$ cat src/rtl/ota_cal_pkg.sv
// Shared types and helpers for the OTA offset-trim controller.
// Holds the controller state encoding and parameter legality limits.
package ota_cal_pkg;

    typedef enum logic [2:0] {
        ST_IDLE       = 3'd0,
        ST_SAR_WAIT   = 3'd1,
        ST_SAR_DECIDE = 3'd2,
        ST_TRK_WAIT   = 3'd3,
        ST_TRK_DECIDE = 3'd4
    } ota_cal_state_e;

    localparam int NCH_MIN    = 1;
    localparam int TRIM_W_MIN = 2;
    localparam int SETTLE_MIN = 1;
    localparam int TRK_N_MIN  = 1;

    function automatic int midscale(input int width);
        return 1 << (width - 1);
    endfunction

    function automatic bit params_ok(input int nch, input int trim_w,
                                     input int settle, input int trk_n);
        return (nch >= NCH_MIN) && (trim_w >= TRIM_W_MIN) &&
               (settle >= SETTLE_MIN) && (trk_n >= TRK_N_MIN);
    endfunction

endpackage

$ cat src/rtl/ota_trim_ctrl_if.sv
// Bundle between the trim controller and the OTA array (comparators and trim DACs).
// master = controller side, slave = OTA array / environment side.
interface ota_trim_ctrl_if #(
    parameter int NCH    = 4,
    parameter int TRIM_W = 6
);
    import ota_cal_pkg::*;

    localparam int CH_W = (NCH > 1) ? $clog2(NCH) : 1;

    // start is a one-cycle request taken only while busy is low; done is a one-cycle
    // pulse when every channel's search has finished; cmp_i is sampled only on decide cycles.
    logic                    start;
    logic                    track_en;
    logic [NCH-1:0]          cmp_i;
    logic                    cal_en;
    logic [CH_W-1:0]         ch_sel;
    logic [NCH*TRIM_W-1:0]   trim_code;
    logic                    busy;
    logic                    done;
    logic [NCH-1:0]          sat;
    ota_cal_state_e          dbg_state;

    modport master (
        input  start, track_en, cmp_i,
        output cal_en, ch_sel, trim_code, busy, done, sat, dbg_state
    );

    modport slave (
        output start, track_en, cmp_i,
        input  cal_en, ch_sel, trim_code, busy, done, sat, dbg_state
    );

endinterface

$ cat src/rtl/ota_cal_timer.sv
// Settling down-counter: load restarts a SETTLE-cycle wait, expired marks the
// cycle on which the settled comparator may be trusted.
module ota_cal_timer #(
    parameter int SETTLE = 16
) (
    input  logic clk,
    input  logic rst,
    input  logic load_i,
    output logic expired_o
);
    localparam int TW = (SETTLE > 1) ? $clog2(SETTLE) : 1;

    logic [TW-1:0] cnt_q, cnt_d;

    always_comb begin
        cnt_d = cnt_q;
        if (load_i) begin
            cnt_d = TW'(SETTLE - 1);
        end else if (cnt_q != '0) begin
            cnt_d = cnt_q - 1'b1;
        end
    end

    always_ff @(posedge clk) begin
        if (rst) begin
            cnt_q <= '0;
        end else begin
            cnt_q <= cnt_d;
        end
    end

    assign expired_o = (cnt_q == '0);

endmodule

$ cat src/rtl/ota_trim_ctrl.sv
// Offset-trim controller for NCH OTAs: per-channel SAR search of the trim code,
// followed by optional round-robin +/-1 LSB background tracking.
module ota_trim_ctrl
    import ota_cal_pkg::*;
#(
    parameter int NCH    = 4,
    parameter int TRIM_W = 6,
    parameter int SETTLE = 16,
    parameter int TRK_N  = 4
) (
    input logic             clk,
    input logic             rst,
    ota_trim_ctrl_if.master bus
);
    localparam int CH_W  = (NCH > 1) ? $clog2(NCH) : 1;
    localparam int BIT_W = $clog2(TRIM_W);
    localparam int RUN_W = $clog2(TRK_N + 1) + 1;

    typedef logic [TRIM_W-1:0]       code_t;
    typedef logic signed [RUN_W-1:0] run_t;

    localparam code_t            MID      = code_t'(midscale(TRIM_W));
    localparam code_t            CODE_MAX = {TRIM_W{1'b1}};
    localparam run_t             RUN_HI   = run_t'(TRK_N);
    localparam run_t             RUN_LO   = run_t'(-TRK_N);
    localparam logic [CH_W-1:0]  LAST_CH  = CH_W'(NCH - 1);
    localparam logic [BIT_W-1:0] TOP_BIT  = BIT_W'(TRIM_W - 1);

    if (!params_ok(NCH, TRIM_W, SETTLE, TRK_N)) begin : g_bad_params
        $error("ota_trim_ctrl: illegal parameter set");
    end

    ota_cal_state_e   state_q, state_d;
    logic [CH_W-1:0]  ch_q, ch_d;
    logic [BIT_W-1:0] bit_q, bit_d;
    code_t            code_q [NCH];
    code_t            code_d [NCH];
    run_t             run_q  [NCH];
    run_t             run_d  [NCH];
    logic [NCH-1:0]   sat_q, sat_d;
    logic             busy_q, busy_d;
    logic             cal_en_q, cal_en_d;
    logic             done_q, done_d;

    logic  in_sar, start_acc, cmp_sel, last_bit, last_ch;
    logic  tmr_load, tmr_expired;
    code_t cur_code, sar_code;
    run_t  step_run;

    assign in_sar    = (state_q == ST_SAR_WAIT) || (state_q == ST_SAR_DECIDE);
    assign start_acc = bus.start && !in_sar;
    assign cmp_sel   = bus.cmp_i[ch_q];
    assign cur_code  = code_q[ch_q];
    assign last_bit  = (bit_q == '0);
    assign last_ch   = (ch_q == LAST_CH);

    // Restart the settle wait whenever a wait state is freshly entered.
    assign tmr_load = (state_d != state_q) &&
                      ((state_d == ST_SAR_WAIT) || (state_d == ST_TRK_WAIT));

    ota_cal_timer #(.SETTLE(SETTLE)) u_timer (
        .clk       (clk),
        .rst       (rst),
        .load_i    (tmr_load),
        .expired_o (tmr_expired)
    );

    always_ff @(posedge clk) begin
        if (rst) begin
            state_q  <= ST_IDLE;
            ch_q     <= '0;
            bit_q    <= TOP_BIT;
            for (int c = 0; c < NCH; c++) begin
                code_q[c] <= MID;
                run_q[c]  <= '0;
            end
            sat_q    <= '0;
            busy_q   <= 1'b0;
            cal_en_q <= 1'b0;
            done_q   <= 1'b0;
        end else begin
            state_q  <= state_d;
            ch_q     <= ch_d;
            bit_q    <= bit_d;
            code_q   <= code_d;
            run_q    <= run_d;
            sat_q    <= sat_d;
            busy_q   <= busy_d;
            cal_en_q <= cal_en_d;
            done_q   <= done_d;
        end
    end

    always_comb begin
        state_d = state_q;
        if (start_acc) begin
            state_d = ST_SAR_WAIT;
        end else begin
            case (state_q)
                ST_IDLE:       state_d = ST_IDLE;
                ST_SAR_WAIT:   if (tmr_expired) state_d = ST_SAR_DECIDE;
                ST_SAR_DECIDE: begin
                    if (last_bit && last_ch) begin
                        state_d = bus.track_en ? ST_TRK_WAIT : ST_IDLE;
                    end else begin
                        state_d = ST_SAR_WAIT;
                    end
                end
                ST_TRK_WAIT:   if (tmr_expired) state_d = ST_TRK_DECIDE;
                ST_TRK_DECIDE: state_d = bus.track_en ? ST_TRK_WAIT : ST_IDLE;
                default:       state_d = ST_IDLE;
            endcase
        end
    end

    always_comb begin
        ch_d     = ch_q;
        bit_d    = bit_q;
        code_d   = code_q;
        run_d    = run_q;
        sat_d    = sat_q;
        busy_d   = busy_q;
        cal_en_d = cal_en_q;
        done_d   = 1'b0;
        sar_code = cur_code;
        step_run = '0;

        if (start_acc) begin
            ch_d     = '0;
            bit_d    = TOP_BIT;
            for (int c = 0; c < NCH; c++) begin
                code_d[c] = MID;
                run_d[c]  = '0;
            end
            sat_d    = '0;
            busy_d   = 1'b1;
            cal_en_d = 1'b1;
        end else begin
            case (state_q)
                ST_SAR_DECIDE: begin
                    if (!cmp_sel) sar_code[bit_q] = 1'b0;
                    if (!last_bit) begin
                        sar_code[bit_q - 1'b1] = 1'b1;
                        bit_d                  = bit_q - 1'b1;
                        code_d[ch_q]           = sar_code;
                    end else begin
                        code_d[ch_q] = sar_code;
                        sat_d[ch_q]  = (cmp_sel && (sar_code == CODE_MAX)) ||
                                       (!cmp_sel && (sar_code == '0));
                        if (!last_ch) begin
                            ch_d                 = ch_q + 1'b1;
                            bit_d                = TOP_BIT;
                            code_d[ch_q + 1'b1]  = MID;
                        end else begin
                            done_d   = 1'b1;
                            busy_d   = 1'b0;
                            cal_en_d = 1'b0;
                            ch_d     = '0;
                        end
                    end
                end
                ST_TRK_DECIDE: begin
                    if (bus.track_en) begin
                        // Signed run length: a change of direction restarts at +/-1.
                        if (cmp_sel) begin
                            step_run = (run_q[ch_q] > run_t'(0)) ? run_q[ch_q] + run_t'(1) : run_t'(1);
                        end else begin
                            step_run = (run_q[ch_q] < run_t'(0)) ? run_q[ch_q] - run_t'(1) : run_t'(-1);
                        end
                        run_d[ch_q] = step_run;
                        if (step_run == RUN_HI) begin
                            run_d[ch_q] = '0;
                            if (cur_code == CODE_MAX) begin
                                sat_d[ch_q] = 1'b1;
                            end else begin
                                code_d[ch_q] = cur_code + 1'b1;
                                sat_d[ch_q]  = 1'b0;
                            end
                        end else if (step_run == RUN_LO) begin
                            run_d[ch_q] = '0;
                            if (cur_code == '0) begin
                                sat_d[ch_q] = 1'b1;
                            end else begin
                                code_d[ch_q] = cur_code - 1'b1;
                                sat_d[ch_q]  = 1'b0;
                            end
                        end
                        ch_d = last_ch ? '0 : ch_q + 1'b1;
                    end
                end
                default: ;
            endcase
        end
    end

    for (genvar c = 0; c < NCH; c++) begin : g_pack
        assign bus.trim_code[c*TRIM_W +: TRIM_W] = code_q[c];
    end

    assign bus.ch_sel    = ch_q;
    assign bus.busy      = busy_q;
    assign bus.cal_en    = cal_en_q;
    assign bus.done      = done_q;
    assign bus.sat       = sat_q;
    assign bus.dbg_state = state_q;

endmodule
$ cat src/flat_wrapper.sv
// flat-port wrapper written by rule: the top's interface ports become plain ports
module ota_trim_ctrl_flat import ota_cal_pkg::*;
#(
    parameter int NCH    = 4,
    parameter int TRIM_W = 6,
    parameter int SETTLE = 16,
    parameter int TRK_N  = 4
)
  (clk, rst, bus_start, bus_track_en, bus_cmp_i, bus_cal_en, bus_ch_sel, bus_trim_code, bus_busy, bus_done, bus_sat, bus_dbg_state);
  ota_trim_ctrl_if #(.NCH(NCH), .TRIM_W(TRIM_W)) bus_i ();
  input logic clk;
  input logic rst;
  input wire logic [$bits(bus_i.start)-1:0] bus_start;
  input wire logic [$bits(bus_i.track_en)-1:0] bus_track_en;
  input wire logic [$bits(bus_i.cmp_i)-1:0] bus_cmp_i;
  output wire logic [$bits(bus_i.cal_en)-1:0] bus_cal_en;
  output wire logic [$bits(bus_i.ch_sel)-1:0] bus_ch_sel;
  output wire logic [$bits(bus_i.trim_code)-1:0] bus_trim_code;
  output wire logic [$bits(bus_i.busy)-1:0] bus_busy;
  output wire logic [$bits(bus_i.done)-1:0] bus_done;
  output wire logic [$bits(bus_i.sat)-1:0] bus_sat;
  output wire logic [$bits(bus_i.dbg_state)-1:0] bus_dbg_state;
  assign bus_i.start = bus_start;
  assign bus_i.track_en = bus_track_en;
  assign bus_i.cmp_i = bus_cmp_i;
  assign bus_cal_en = bus_i.cal_en;
  assign bus_ch_sel = bus_i.ch_sel;
  assign bus_trim_code = bus_i.trim_code;
  assign bus_busy = bus_i.busy;
  assign bus_done = bus_i.done;
  assign bus_sat = bus_i.sat;
  assign bus_dbg_state = bus_i.dbg_state;
  ota_trim_ctrl #(.NCH(NCH), .TRIM_W(TRIM_W), .SETTLE(SETTLE), .TRK_N(TRK_N)) u_core (.clk(clk), .rst(rst), .bus(bus_i));
endmodule
$ cat config.mk
export PLATFORM = sky130hd
export DESIGN_NAME = ota_trim_ctrl_flat
export DESIGN_NICKNAME = d
export VERILOG_FILES = /design/src/rtl/ota_cal_pkg.sv /design/src/rtl/ota_trim_ctrl_if.sv /design/src/rtl/ota_cal_timer.sv /design/src/rtl/ota_trim_ctrl.sv /design/src/flat_wrapper.sv
export SDC_FILE = /design/constraint.sdc
export NUM_CORES = 1
export LEC_CHECK = 0
export CORE_ASPECT_RATIO = 0.8
export CORE_MARGIN = 5
export CORE_UTILIZATION = 50
export CTS_CLUSTER_DIAMETER = 200
export DETAILED_ROUTE_END_ITERATION = 16
export HOLD_SLACK_MARGIN = 0.05
export PLACE_DENSITY = 0.8
export SLEW_MARGIN = 20
export SYNTH_ARGS = -nofsm -noshare
export SYNTH_HDL_FRONTEND = slang
export SYNTH_SLANG_ARGS = --single-unit
$ cat constraint.sdc
create_clock -name clk -period 3.1 [get_ports clk]
set_input_delay 0.62 -clock clk [delete_from_list [all_inputs] [get_ports clk]]
set_output_delay 0.62 -clock clk [all_outputs]
set_load 0.01 [all_outputs]
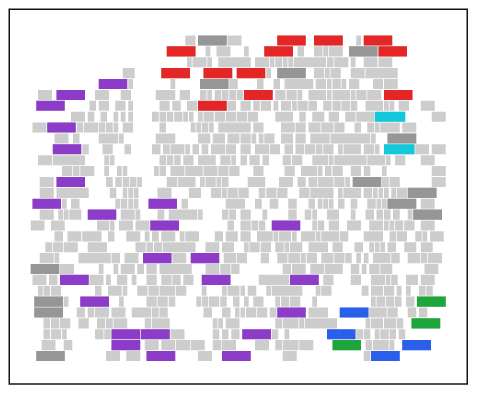
**Above:** sequential cells coloured by netlist name.
Scale: 4 px per µm.
legend:
  u_core.bus.trim_code:
    colour: purple
    sequential_cells: 24
  u_core.u_timer.cnt_q:
    colour: blue
    sequential_cells: 4
    where: lower right
  u_core.run_q:
    colour: red
    sequential_cells: 12
  u_core.bus.ch_sel:
    colour: cyan
    sequential_cells: 2
  u_core.bus.dbg_state:
    colour: green
    sequential_cells: 3
not coloured: 13
Final Util: 64.23%
Flop area: 1164 µm²

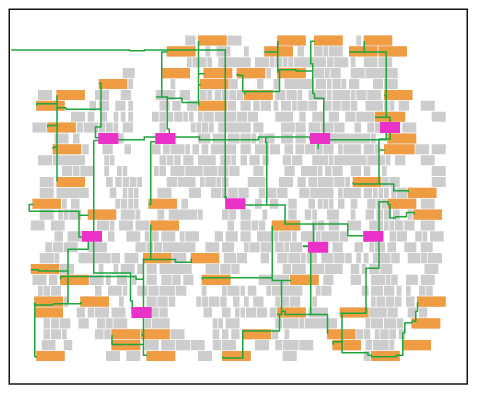
**Above:** routed clock nets over the placement.
Scale: 4 px per µm.
legend:
  clock wires:
    colour: green
    length: 953 µm
  flip-flops:
    colour: orange
    count: 58
  clock-net drivers:
    colour: magenta
    count: 9
routed clock nets: 10
P_clk: 675 µW
worst clock skew: 0.009959 ns
Latency at later pin: 0.35 ns
Clock Power Share: 40.1%

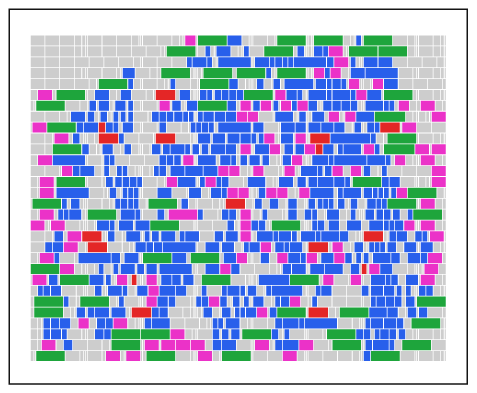
**Above:** cells coloured by class.
Scale: 4 px per µm. Fill, decap, tap and diode cells in grey.
legend:
  clock drivers and dummy loads:
    colour: red
    cells: 16
    share_of_their_area: 3.4%
  registers:
    colour: green
    cells: 58
    share_of_their_area: 22%
  remaining logic cells:
    colour: blue
    cells: 450
    share_of_their_area: 57%
  remaining buffers and delay cells:
    colour: magenta
    cells: 107
    share_of_their_area: 17%
Placeable Area: 8483 µm²
sequential share of cell area: 21.35%

## worst max-delay path by stage
stage                          endpoint  slack, ns  depth (start not counted)
5_1_grt         u_core.bus.trim_code[3]      -0.05                         11
2_1_floorplan  u_core.bus.trim_code[20]      0.001                         11
3_5_place_dp    u_core.bus.trim_code[5]      -0.37                         10
6_report        u_core.bus.trim_code[9]       0.06                         11
3_3_place_gp   u_core.bus.trim_code[22]      -0.25                          9
4_1_cts         u_core.bus.trim_code[3]       0.04                          9
## timing repair
item / in CTS / in global routing
pin swaps: 0 / 3
resized: 1 / 9
hold buffers: 0 / 0
setup buffers: 0 / 7
setup endpoints to repair: 1 / 22
==> impl_metrics.yaml <==
# implementation run metrics
status:
  status: "complete, no violations"
global_routing:
  grtUsageMet2_pct: 44.79
  antenna_found_initial: 0
worst_setup_path:
  end_kind: "register"
  path_cells: "clkdlybuf4s50_1, mux4_2, buf_4, nand2b_1, o32ai_4, buf_4, and4_2, a2111oi_1, o211ai_1, buf_4, o21ai_0"
  required_ns: 3.38
  reg2reg_slack_ns: 0.09
  start_kind: "input pin"
synth:
  netlist.area_leader.share_pct: 26.77
  yosys.area_share.aoi_pct: 24.23
  synthArstFlopShare_pct: 0
  synth-main-ff-cell: "dfxtp_1"
  syn_inst: 558
  logic_family: "simple AND/OR/NAND/NOR gates"
  numSynthFlops: 58
routing:
  vias: 4800
  route.met3.wl_um: 1778
  vias_per_cell: 6.460
  wl_met2_um: 6834
power_and_ir_drop:
  switching_share_pct: 27.81
  p_switching_uw: 468.5
  powerComb_uw: 224
floorplanning:
  dieArea_um2: 10650
clocking:
  root_buffer: "clkbuf_8"
final_timing:
  hold_ws_ns: 0.4855
  fin_crit_sh_pct: 97.98
  rsz0062_at_grt: "yes"
  setup_viol: 0
  period_needed_ns: 3.037
  slew_violations: 0
layout:
  inverters: 15
  nNetsFinal: 647
  buf_share_pct: 16.95
place:
  io_buffer_count: 43
No activity file was given, so power comes from the tool's default toggle rates.
